[config.mk]
export PLATFORM = sky130hd
export DESIGN_NAME = rr_arbiter_4
export DESIGN_NICKNAME = d
export VERILOG_FILES = /design/src/rtl/arb_pkg.sv /design/src/rtl/rr_pick.sv /design/src/rtl/rr_arbiter_4.sv
export SDC_FILE = /design/constraint.sdc
export NUM_CORES = 1
export LEC_CHECK = 0
export CAP_MARGIN = 20
export CORE_AREA = 2 2 39 41
export CTS_CLUSTER_SIZE = 12
export DETAILED_ROUTE_END_ITERATION = 6
export DIE_AREA = 0 0 41 43
export SLEW_MARGIN = 20
export SYNTH_ARGS = -nofsm -noshare
export SYNTH_HDL_FRONTEND = slang
export SYNTH_SLANG_ARGS = --single-unit
[constraint.sdc]
create_clock -name clk -period 2 [get_ports clk]
set_input_delay 0.2 -clock clk [delete_from_list [all_inputs] [get_ports clk]]
set_output_delay 0.2 -clock clk [all_outputs]
set_load 0.03 [all_outputs]
[src/rtl/arb_pkg.sv]
// Shared types and constants for the 4-requester round-robin arbiter.
package arb_pkg;

  localparam int N_REQ = 4;
  localparam int IDX_W = 2;

  typedef enum logic {
    IDLE,
    GRANT
  } arb_state_t;

endpackage

[src/rtl/rr_pick.sv]
// Combinational round-robin pick: the first requester after last_idx,
// scanning upward with wrap-around, wins.
module rr_pick
  import arb_pkg::*;
(
  input  logic [N_REQ-1:0] req,
  input  logic [IDX_W-1:0] last_idx,
  output logic             any,
  output logic [IDX_W-1:0] win_idx
);

  always_comb begin : pick
    logic [IDX_W-1:0] cand;
    // NOTE: every output gets a default first so no path can infer a latch.
    any     = 1'b0;
    win_idx = last_idx;
    cand    = '0;
    // Scan farthest-first so the nearest requester overwrites and wins.
    for (int k = N_REQ; k >= 1; k--) begin
      cand = last_idx + IDX_W'(k);
      if (req[cand]) begin
        any     = 1'b1;
        win_idx = cand;
      end
    end
  end

endmodule

[src/rtl/rr_arbiter_4.sv]
// Round-robin arbiter with grant hold, MAX_HOLD timeout and gap-free handover.
// Optional RR_ARB_ONEHOT_OUT_EN adds a registered one-hot grant output.
module rr_arbiter_4
  import arb_pkg::*;
#(
  parameter int MAX_HOLD = 8
) (
  input  logic             clk,
  input  logic             rst,
  input  logic [N_REQ-1:0] req,
  output logic [IDX_W-1:0] gnt_idx,
  output logic             gnt_valid,
  output logic             timeout_pulse
`ifdef RR_ARB_ONEHOT_OUT_EN
  ,
  output logic [N_REQ-1:0] gnt_onehot
`endif
);

  localparam int CNT_W = (MAX_HOLD > 1) ? $clog2(MAX_HOLD) : 1;
  localparam logic [CNT_W-1:0] HOLD_LAST = CNT_W'(MAX_HOLD - 1);

  arb_state_t       state, state_nxt;
  logic [IDX_W-1:0] last_idx, last_idx_nxt;
  logic [IDX_W-1:0] gnt_idx_nxt;
  logic             gnt_valid_nxt;
  logic             timeout_nxt;
  logic [CNT_W-1:0] hold_cnt, hold_cnt_nxt;

  logic [IDX_W-1:0] pick_last;
  logic [IDX_W-1:0] pick_idx;
  logic             pick_any;
  logic             release_drop;
  logic             release_to;

  // In GRANT a handover searches after the current holder, which becomes last_idx.
  assign pick_last    = (state == GRANT) ? gnt_idx : last_idx;
  assign release_drop = !req[gnt_idx];
  assign release_to   = req[gnt_idx] && (hold_cnt == HOLD_LAST);

  rr_pick u_pick (
    .req      (req),
    .last_idx (pick_last),
    .any      (pick_any),
    .win_idx  (pick_idx)
  );

  always_comb begin
    state_nxt     = state;
    last_idx_nxt  = last_idx;
    gnt_idx_nxt   = gnt_idx;
    gnt_valid_nxt = gnt_valid;
    hold_cnt_nxt  = hold_cnt;
    timeout_nxt   = 1'b0;
    case (state)
      IDLE: begin
        if (pick_any) begin
          gnt_idx_nxt   = pick_idx;
          gnt_valid_nxt = 1'b1;
          hold_cnt_nxt  = '0;
          state_nxt     = GRANT;
        end
      end
      GRANT: begin
        if (release_drop || release_to) begin
          last_idx_nxt = gnt_idx;
          timeout_nxt  = release_to;
          if (pick_any) begin
            gnt_idx_nxt  = pick_idx;
            hold_cnt_nxt = '0;
          end else begin
            gnt_valid_nxt = 1'b0;
            state_nxt     = IDLE;
          end
        end else begin
          hold_cnt_nxt = hold_cnt + CNT_W'(1);
        end
      end
      default: state_nxt = IDLE;
    endcase
  end

  // NOTE: state registers use non-blocking assignments so every flop samples
  // the pre-edge values regardless of process ordering.
  always_ff @(posedge clk or posedge rst) begin
    if (rst) begin
      state         <= IDLE;
      last_idx      <= 2'b11;
      gnt_idx       <= 2'b00;
      gnt_valid     <= 1'b0;
      timeout_pulse <= 1'b0;
      hold_cnt      <= '0;
    end else begin
      state         <= state_nxt;
      last_idx      <= last_idx_nxt;
      gnt_idx       <= gnt_idx_nxt;
      gnt_valid     <= gnt_valid_nxt;
      timeout_pulse <= timeout_nxt;
      hold_cnt      <= hold_cnt_nxt;
    end
  end

`ifdef RR_ARB_ONEHOT_OUT_EN
  always_ff @(posedge clk or posedge rst) begin
    if (rst) begin
      gnt_onehot <= '0;
    end else begin
      gnt_onehot <= gnt_valid_nxt ? (N_REQ'(1) << gnt_idx_nxt) : '0;
    end
  end
`endif

endmodule

Metal 1:
The bar under the picture is 10 um long. Supply wires on this layer in gray.
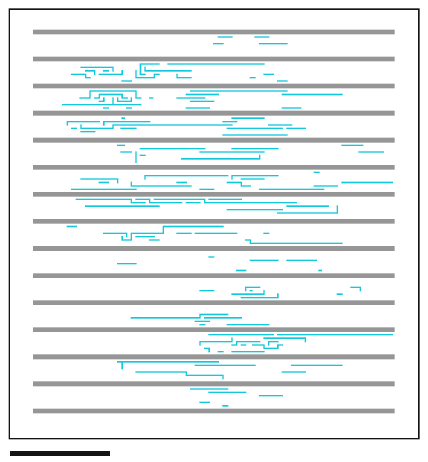
wire length on this layer	443 um
main direction	horizontal
nets with wire on the layer	64
via count: 406
final WL: 960 um

Metal 2:
Cells faint in the background.
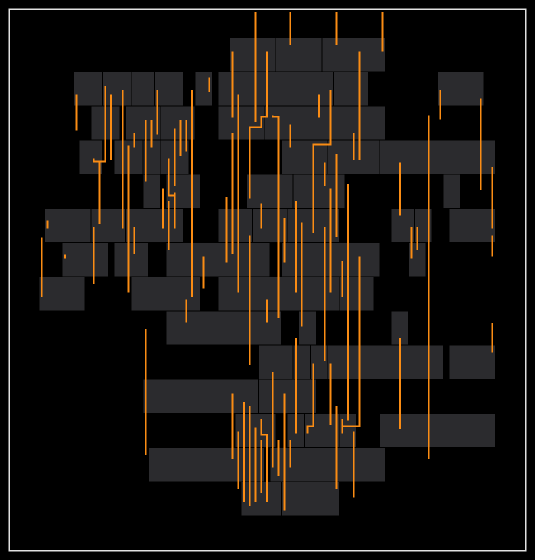
share of all routed wire	50%
longest straight run	27.2 um
met2 usage: 21.6%

==> run notes <==
yosys + openroad results -> fillcell total 121, Synthesized registers 10, Buf/Inv on CP 0, top power consumer group combinational logic, Logic pwr share 45.7%, placed inst area 688 sq um, Post-CTS Setup Bufs 0, row count 14, crit path capture gnt_idx[1], biggest area cells dfrtp_1 37%, dfstp_2 9.6%, ha_1 4.6%, mux2_1 4.1%, mux4_2 4.1%, RR Startpoint gnt_idx[0], setup TNS 0 ps, crit path launch type flip-flop, Post-synth seq share 46.3%, RSZ-0062 raised after global routing false, Die H 43 um, Synth top cell by count dfrtp_1, most frequent cells in the layout 9 x clkdlybuf4s50_1, 8 x dfrtp_1, 5 x inv_1, 5 x nor2_1, 5 x buf_4, Simple-Gate Area Share 10.6%, sequential power 0.000353 W, Max Slew Vio Count 0, routability cong. 0.678, internal power 0.000635 W, status complete, no violations, worst r2r path cells 3, delay-heaviest family, CP multiplexers, Clock transition at path regs 70 ps, vias per inst 5.01, Clock Skew 1.98 ps, met1 GRT Util 18.8%, Iteration-0 DRC Markers 4, Worst EP arrival 1860 ps, MaxCap Viol Count 0, sw frac 35.6%, part of the power in the clock network 18.5%, Power per Cell Area 1360 mW/mm^2, synth-to-layout area growth 32.8%, Finished Layout Cells 81, Yosys top cell by area dfrtp_1, detailed placer's ending HPWL 794 um, xor+xnor area frac 0%, Hold WS 210 ps, Post-synth EDFFs 0, first-pass GRT wire length 1.73 mm, Post-CTS Resized 0, Setup crit end kind flip-flop, Worst Max-Slew Pin Slew 397 ps, I/O pins 10, share of cells above drive strength 1 24.6%, synthesized area 546 sq um, Tightest Hold Check Type primary input to asynchronous set/reset pin, Peak Freq 0.586 GHz, P_leak 0.329 nW, Distinct cells, synth 23, remaining global-route overflow 0, yosys aoi share 19.5%, CTS max path bufs 2, Net Count, Synth 56, initial antenna violation count 0, reg2reg setup slack 290 ps, most frequent cells after synthesis 8 x dfrtp_1, 5 x inv_1, 5 x nor2_1, OpenROAD warnings 26, largest net degree at the start of global routing 11, post-layout minimum cycle time 1710 ps
The metal 3 layer:
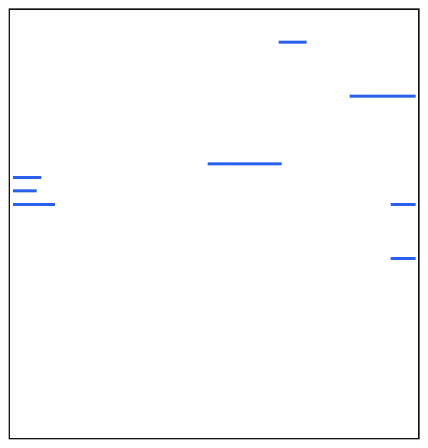
longest straight run	7.10 um
share of all routed wire	3.0%
main direction	horizontal
M3 GR Usage: 4.71%

Routed metal per tile:
8 x 9 tiles, from dark blue (low) to red (high), scaled to the fullest tile. Values are wire area over tile area, all layers added.
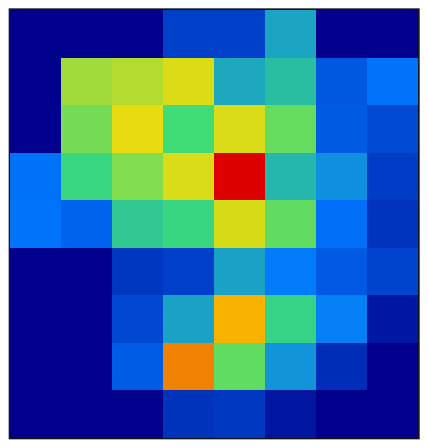
densest ninth of the die	center
mean over tiles	0.084
fullest tile	0.31
Total GRT Usage: 15.2%
wire per inst: 11.9 um

==> metal layers <==
| metal | routed length, um | up-vias | part of all wire (%) |
|---|---|---|---|
| li1 | - | 208 | - |
| met1 | 443 | 188 | 46 |
| met2 | 476 | 8 | 50 |
| met3 | 28 | 2 | 2.9 |
| met4 | 12 | 0 | 1.3 |
| met5 | 0 | - | 0 |
==> layout make-up <==
type | count | area (sq um) | share of cell area, %
Clock buffer | 4 | 36.3 | 5.01
Multi-Input combinational cell | 32 | 269 | 37.1
Inverter | 5 | 18.8 | 2.59
Timing Repair Buffer | 14 | 128 | 17.6
Tap cell | 16 | 20.0 | 2.76
Sequential cell | 10 | 253 | 34.9
==> registers in the layout (all words and copies together), names as in the netlist <==
register / count
state: 1
gnt_idx: 2
last_idx: 2
hold_cnt: 3
gnt_valid: 1
timeout_pulse: 1
Power is estimated from default activity; no workload was simulated.
